--- config.mk ---
export PLATFORM = sky130hd
export DESIGN_NAME = mux_scan_ctrl
export DESIGN_NICKNAME = d
export VERILOG_FILES = /design/src/rtl/mux_scan_ctrl.sv
export SDC_FILE = /design/constraint.sdc
export NUM_CORES = 1
export LEC_CHECK = 0
export ABC_AREA = 0
export CAP_MARGIN = 20
export CORE_UTILIZATION = 54
export DETAILED_ROUTE_END_ITERATION = 6
export PLACE_DENSITY = 0.77
export SETUP_SLACK_MARGIN = 0.1
export SLEW_MARGIN = 25
export SYNTH_ARGS = -nofsm -noshare
export SYNTH_HDL_FRONTEND = slang
export SYNTH_SLANG_ARGS = --single-unit
--- constraint.sdc ---
create_clock -name i_clk -period 2.5 [get_ports i_clk]
set_input_delay 0.75 -clock i_clk [delete_from_list [all_inputs] [get_ports i_clk]]
set_output_delay 0.75 -clock i_clk [all_outputs]
set_load 0.02 [all_outputs]
--- src/rtl/mux_scan_ctrl.sv ---
// mux_scan_ctrl
// Timed channel scanner for an 8:1 mux stage. A start request steps the
// select lines through channels 0..7. Each channel is held for DWELL cycles.
// The mux output is sampled at the end of each dwell. The eight samples are
// then published together as one word, with a single-cycle done pulse.
//
// Parameters:
//   DWELL    cycles each channel stays selected before sampling (1..255)
// Ports:
//   i_clk    rising-edge clock
//   i_rst    asynchronous active-high reset
//   i_start  scan request, honoured only when idle (see MUX_SCAN_CONT_EN)
//   i_y      mux output, must settle within one cycle of a select change
//   o_s1     select bit 2 (MSB)
//   o_s2     select bit 1
//   o_s3     select bit 0 (LSB)
//   o_busy   high while a scan is in progress
//   o_done   one-cycle pulse when o_word updates
//   o_word   last completed scan, bit k = sample of channel k
// Build option:
//   MUX_SCAN_CONT_EN  when defined, a start seen in DONE restarts the scan
//                     immediately with no idle gap between scans.
module mux_scan_ctrl #(
  parameter int unsigned DWELL = 2
) (
  input  logic       i_clk,
  input  logic       i_rst,
  input  logic       i_start,
  input  logic       i_y,
  output logic       o_s1,
  output logic       o_s2,
  output logic       o_s3,
  output logic       o_busy,
  output logic       o_done,
  output logic [7:0] o_word
);

  localparam logic [7:0] CNT_LAST = 8'(DWELL - 32'd1);

  typedef enum logic [1:0] {
    ST_IDLE = 2'b00,
    ST_SCAN = 2'b01,
    ST_DONE = 2'b10
  } state_t;

  state_t     r_state;
  state_t     w_state_nxt;
  logic [2:0] r_sel;
  logic [2:0] w_sel_nxt;
  logic [7:0] r_cnt;
  logic [7:0] w_cnt_nxt;
  logic [7:0] r_stage;
  logic [7:0] w_stage_nxt;
  logic [7:0] r_word;
  logic [7:0] w_word_nxt;
  logic       w_done_nxt;
  logic       r_busy;
  logic       r_done;

  // Next-state, next-register and output-update logic for the scan sequencer
  always_comb begin
    w_state_nxt = r_state;
    w_sel_nxt   = r_sel;
    w_cnt_nxt   = r_cnt;
    w_stage_nxt = r_stage;
    w_word_nxt  = r_word;
    w_done_nxt  = 1'b0;
    case (r_state)
      ST_IDLE: begin
        if (i_start) begin
          w_state_nxt = ST_SCAN;
          w_sel_nxt   = 3'd0;
          w_cnt_nxt   = 8'd0;
          w_stage_nxt = 8'd0;
        end else begin
          w_state_nxt = ST_IDLE;
        end
      end
      ST_SCAN: begin
        if (r_cnt == CNT_LAST) begin
          w_stage_nxt[r_sel] = i_y;
          w_cnt_nxt          = 8'd0;
          // sel never wraps: it parks on 7 until the next start clears it
          if (r_sel == 3'd7) begin
            w_state_nxt = ST_DONE;
          end else begin
            w_sel_nxt = r_sel + 3'd1;
          end
        end else begin
          w_cnt_nxt = r_cnt + 8'd1;
        end
      end
      ST_DONE: begin
        // word and done are registered here, so both change on the
        // edge that leaves DONE
        w_word_nxt = r_stage;
        w_done_nxt = 1'b1;
`ifdef MUX_SCAN_CONT_EN
        if (i_start) begin
          w_state_nxt = ST_SCAN;
          w_sel_nxt   = 3'd0;
          w_cnt_nxt   = 8'd0;
          w_stage_nxt = 8'd0;
        end else begin
          w_state_nxt = ST_IDLE;
        end
`else
        w_state_nxt = ST_IDLE;
`endif
      end
      default: begin
        w_state_nxt = ST_IDLE;
      end
    endcase
  end

  // State and datapath registers with asynchronous reset
  always_ff @(posedge i_clk or posedge i_rst) begin
    if (i_rst) begin
      r_state <= ST_IDLE;
      r_sel   <= 3'd0;
      r_cnt   <= 8'd0;
      r_stage <= 8'd0;
      r_word  <= 8'd0;
      r_done  <= 1'b0;
      r_busy  <= 1'b0;
    end else begin
      r_state <= w_state_nxt;
      r_sel   <= w_sel_nxt;
      r_cnt   <= w_cnt_nxt;
      r_stage <= w_stage_nxt;
      r_word  <= w_word_nxt;
      r_done  <= w_done_nxt;
      // busy follows the state being entered, so it rises on the start edge
      // and falls on the edge that leaves DONE
      r_busy  <= (w_state_nxt != ST_IDLE);
    end
  end

  assign o_s1   = r_sel[2];
  assign o_s2   = r_sel[1];
  assign o_s3   = r_sel[0];
  assign o_busy = r_busy;
  assign o_done = r_done;
  assign o_word = r_word;

endmodule

gates.png
Bar = 20 um.
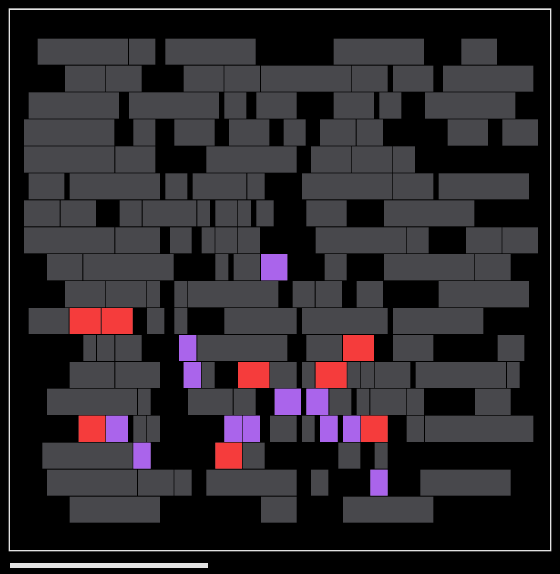
colour	family	cells
red	non-inverting ao/oa cells	8
purple	aoi and oai cells	12
Comb area share: 0.3879
Final Non-Filler Cells: 180
Commonest Layout Cell: dfrtp_1

==> flow_summary.json <==
{
  "status": "finished clean",
  "finalSetupViolCount": 0,
  "die_area_sq_um": 2974,
  "combPwrFrac": 0.345,
  "crit_fanout": 8,
  "synth-xor-area-share": 0,
  "clock_power_share": 0.212,
  "yosys.area.top_type_share": 0.5206,
  "post-synth-top-count-cell": "dfrtp_1",
  "fin_crit_ps": 2257,
  "cts_tree": "done",
  "nets": 158,
  "ys_area_sq_um": 1490,
  "aoi_share": 0.08984,
  "cts_sinks": 31,
  "dp_hpwl_mm": 2.040,
  "ys_sh_mux": 0.1419,
  "cp_slowest_stage_delay_ps": 670,
  "cp.depth": 1,
  "edf_count": 0,
  "syn_to_final_growth_pct": 19.06,
  "fp-row-count": 18,
  "hold_buffers": 0,
  "cts_setup_buffers": 0,
  "max_freq_mhz": 443.0,
  "slowest_stage": "clkdlybuf4s50_1",
  "syn_area_sq_um": 1490,
  "dieWidth_um": 54.53,
  "initCoreUtil": 0.5855,
  "synthFlopType": "dfrtp_1",
  "drtAntennaViolNets": 0,
  "ys_warn_count": 0,
  "path_buffers": 1,
  "drt_wl_total_mm": 2.865,
  "cap_violations": 0,
  "ys_seq_frac": 0.5206,
  "simple_gate_share": 0.1965,
  "grt.overflow.total": 0,
  "seqPwrFrac": 0.443,
  "grt.total_usage": 0.2337,
  "min_period_over_period": 0.9029,
  "port_buffers": 16,
  "critPathKind": "reg2out",
  "end_kind": "primary output",
  "avgViaCountPerCell": 5.811,
  "drc_errors": 0,
  "async_reset_ff_frac": 1.000,
  "dr.first_iter.drc_count": 32,
  "cts_root_buf": "clkbuf_4",
  "common_cells": "dfrtp_1 (31), mux2_2 (17), nand2_1 (9), nor2b_1 (9), o21ai_0 (6)",
  "dr_total_vias": 1046,
  "top_area_cell": "dfrtp_1",
  "rsz0062_at_grt": "false",
  "reg2reg_depth": 6,
  "grt_pass1_wl_mm": 4.664,
  "ir_drop_mv": 0.7235,
  "antenna_found_initial": 0,
  "skew_ps": 12.76,
  "swShare": 0.3502,
  "ys.flops": 31,
  "fa_ha_area_frac": 0.03359,
  "net-switching-power_uw": 605.6,
  "avgSynthCellArea_sq_um": 11.83,
  "hold_path.class": "reg2reg",
  "worstPathArrival_ps": 1510,
  "htreeDepth": 2,
  "cp_cell_sequence": "clkdlybuf4s50_1",
  "tns_ps": 0,
  "crit_path_start_kind": "flop",
  "crit_family": "buffers and inverters",
  "gp_congestion": 0.8904,
  "nFillCells": 192,
  "numCtsBuffers": 5,
  "io_pins": 17,
  "wl_per_cell_um": 15.92,
  "cp.required_ps": 1750,
  "ctsResizeCount": 0,
  "yosysUniqueCellTypes": 31,
  "hold_viol_final": 0,
  "top_cells_by_area": "dfrtp_1 (52%), mux2_2 (13%), nor2b_1 (3.8%)",
  "fin_total_pwr_uw": 1729,
  "grt_pass1_vias": 982,
  "min_path_cells": 1,
  "syn_inst": 126,
  "grt_max_degree": 32,
  "diodes": 0,
  "firstDrtPassIters": 6,
  "layout-drive-gt1-share": 0.2133,
  "p_per_area_nw_per_um2": 974.6,
  "clk_latency_ps": 330,
  "relSlewSlack": 0.5586,
  "clockBufferDepth": 2,
  "fp_nets": 134,
  "p_int_uw": 1124,
  "final_util": 0.6971,
  "warnings": 27,
  "leakagePower_uw": 0.0008359,
  "path_clk_slew_ps": 90,
  "ys_cells": 126,
  "die_y_um": 54.53,
  "drv_slew": 0,
  "top_logic_kind": "simple AND/OR/NAND/NOR gates",
  "core_area_sq_um": 2545,
  "worst_slew_pin_slew_ps": 658.1
}
pinout.png
Pins as bars across the die edge, other pins in grey.
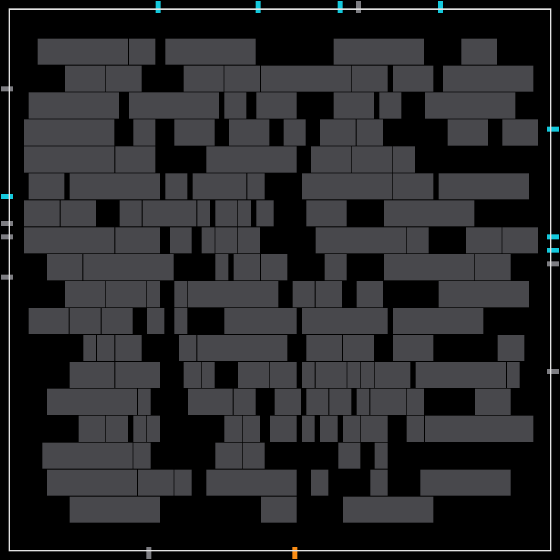
colour	port	pins	direction	edge
cyan	o_word	8	output	4 north, 3 east, 1 west
orange	i_start	1	input	south

cells by family after synthesis:
family | after synthesis
AND-OR/OR-AND | 20
AND/OR/NAND/NOR | 45
flip-flops | 31
adder cells (fa/ha/maj) | 4
buffers and inverters | 7
multiplexers | 19
routing by layer:
| metal | global-route usage | share of wire | vias up |
|---|---|---|---|
| met5 | 0 | 0 | - |
| met4 | 0.1154 | 0.018 | 0 |
| met3 | 0.06111 | 0.043 | 8 |
| met2 | 0.3455 | 0.46 | 30 |
| met1 | 0.3146 | 0.48 | 504 |
| li1 | - | - | 504 |
power by group through the flow:
stage	Clock (uW)	Sequential, uW	Combinational [uW]
global placement	0	762	558
detailed placement	0	772	595
finish	367	766	597
CTS	374	763	600
floorplan	0	762	421
global route	399	786	652
through the flow:
step	instance area [sq um]	hold WS, ps	setup WS, ps	std cells
floorplan	1490	471.2	717.8	126
global placement	1703	481.8	343.9	173
detailed placement	1703	480.2	286.2	173
CTS	1774	501.2	234.9	180
global route	1774	523.2	185.9	180
finish	1774	499.1	242.8	180
registers in the layout, summed over array words and instances (netlist names):
name	count
o_busy	1
r_state	2
r_sel	3
o_done	1
o_word	8
r_cnt	8
r_stage	8
area by class of cell:
cell class	instances	area [sq um]	area share
clock buffers	6	41.29	0.02327
clock inverters	1	30.03	0.01693
inverters	5	18.77	0.01058
multi-input cells	88	688.2	0.3879
flip-flops and latches	31	775.7	0.4372
well taps	30	37.54	0.02116
repair buffers	19	182.7	0.1030
path summary, 6_finish.rpt:
check	startpoint	endpoint	slack [ps]
min in group asynchronous	i_rst	o_word[7]	790
worst min register to register	r_stage[6]	o_word[6]	500
worst max-delay path	r_sel[0]	o_s3	240
worst max register to register	r_cnt[1]	r_stage[1]	380
worst min-delay path	r_stage[6]	o_word[6]	500
max in group asynchronous	i_rst	r_cnt[6]	1420
placed cells by master, fill, tap and decap left out:
cell,count
clkbuf_4,5
nor4b_4,1
nand2b_1,1
mux2i_1,2
nor4_1,4
o21bai_1,1
nand3b_4,1
clkdlybuf4s50_1,16
a211oi_1,1
nor4b_2,2
inv_1,5
a21o_1,3
nor2b_1,9
and3_1,1
or3_1,2
a31oi_1,1
nor3b_1,1
o21ai_0,6
clkbuf_1,1
mux2_2,17
a21oi_1,2
nor3_1,3
bufinv_16,1
a22o_1,3
a31o_2,1
nor3_2,1
dfrtp_1,31
o22ai_1,1
buf_4,3
nand2_1,9
ha_1,4
nand4_1,1
nor2_1,4
nand3_1,5
a211o_1,1
Power and IR drop assume default switching activity.
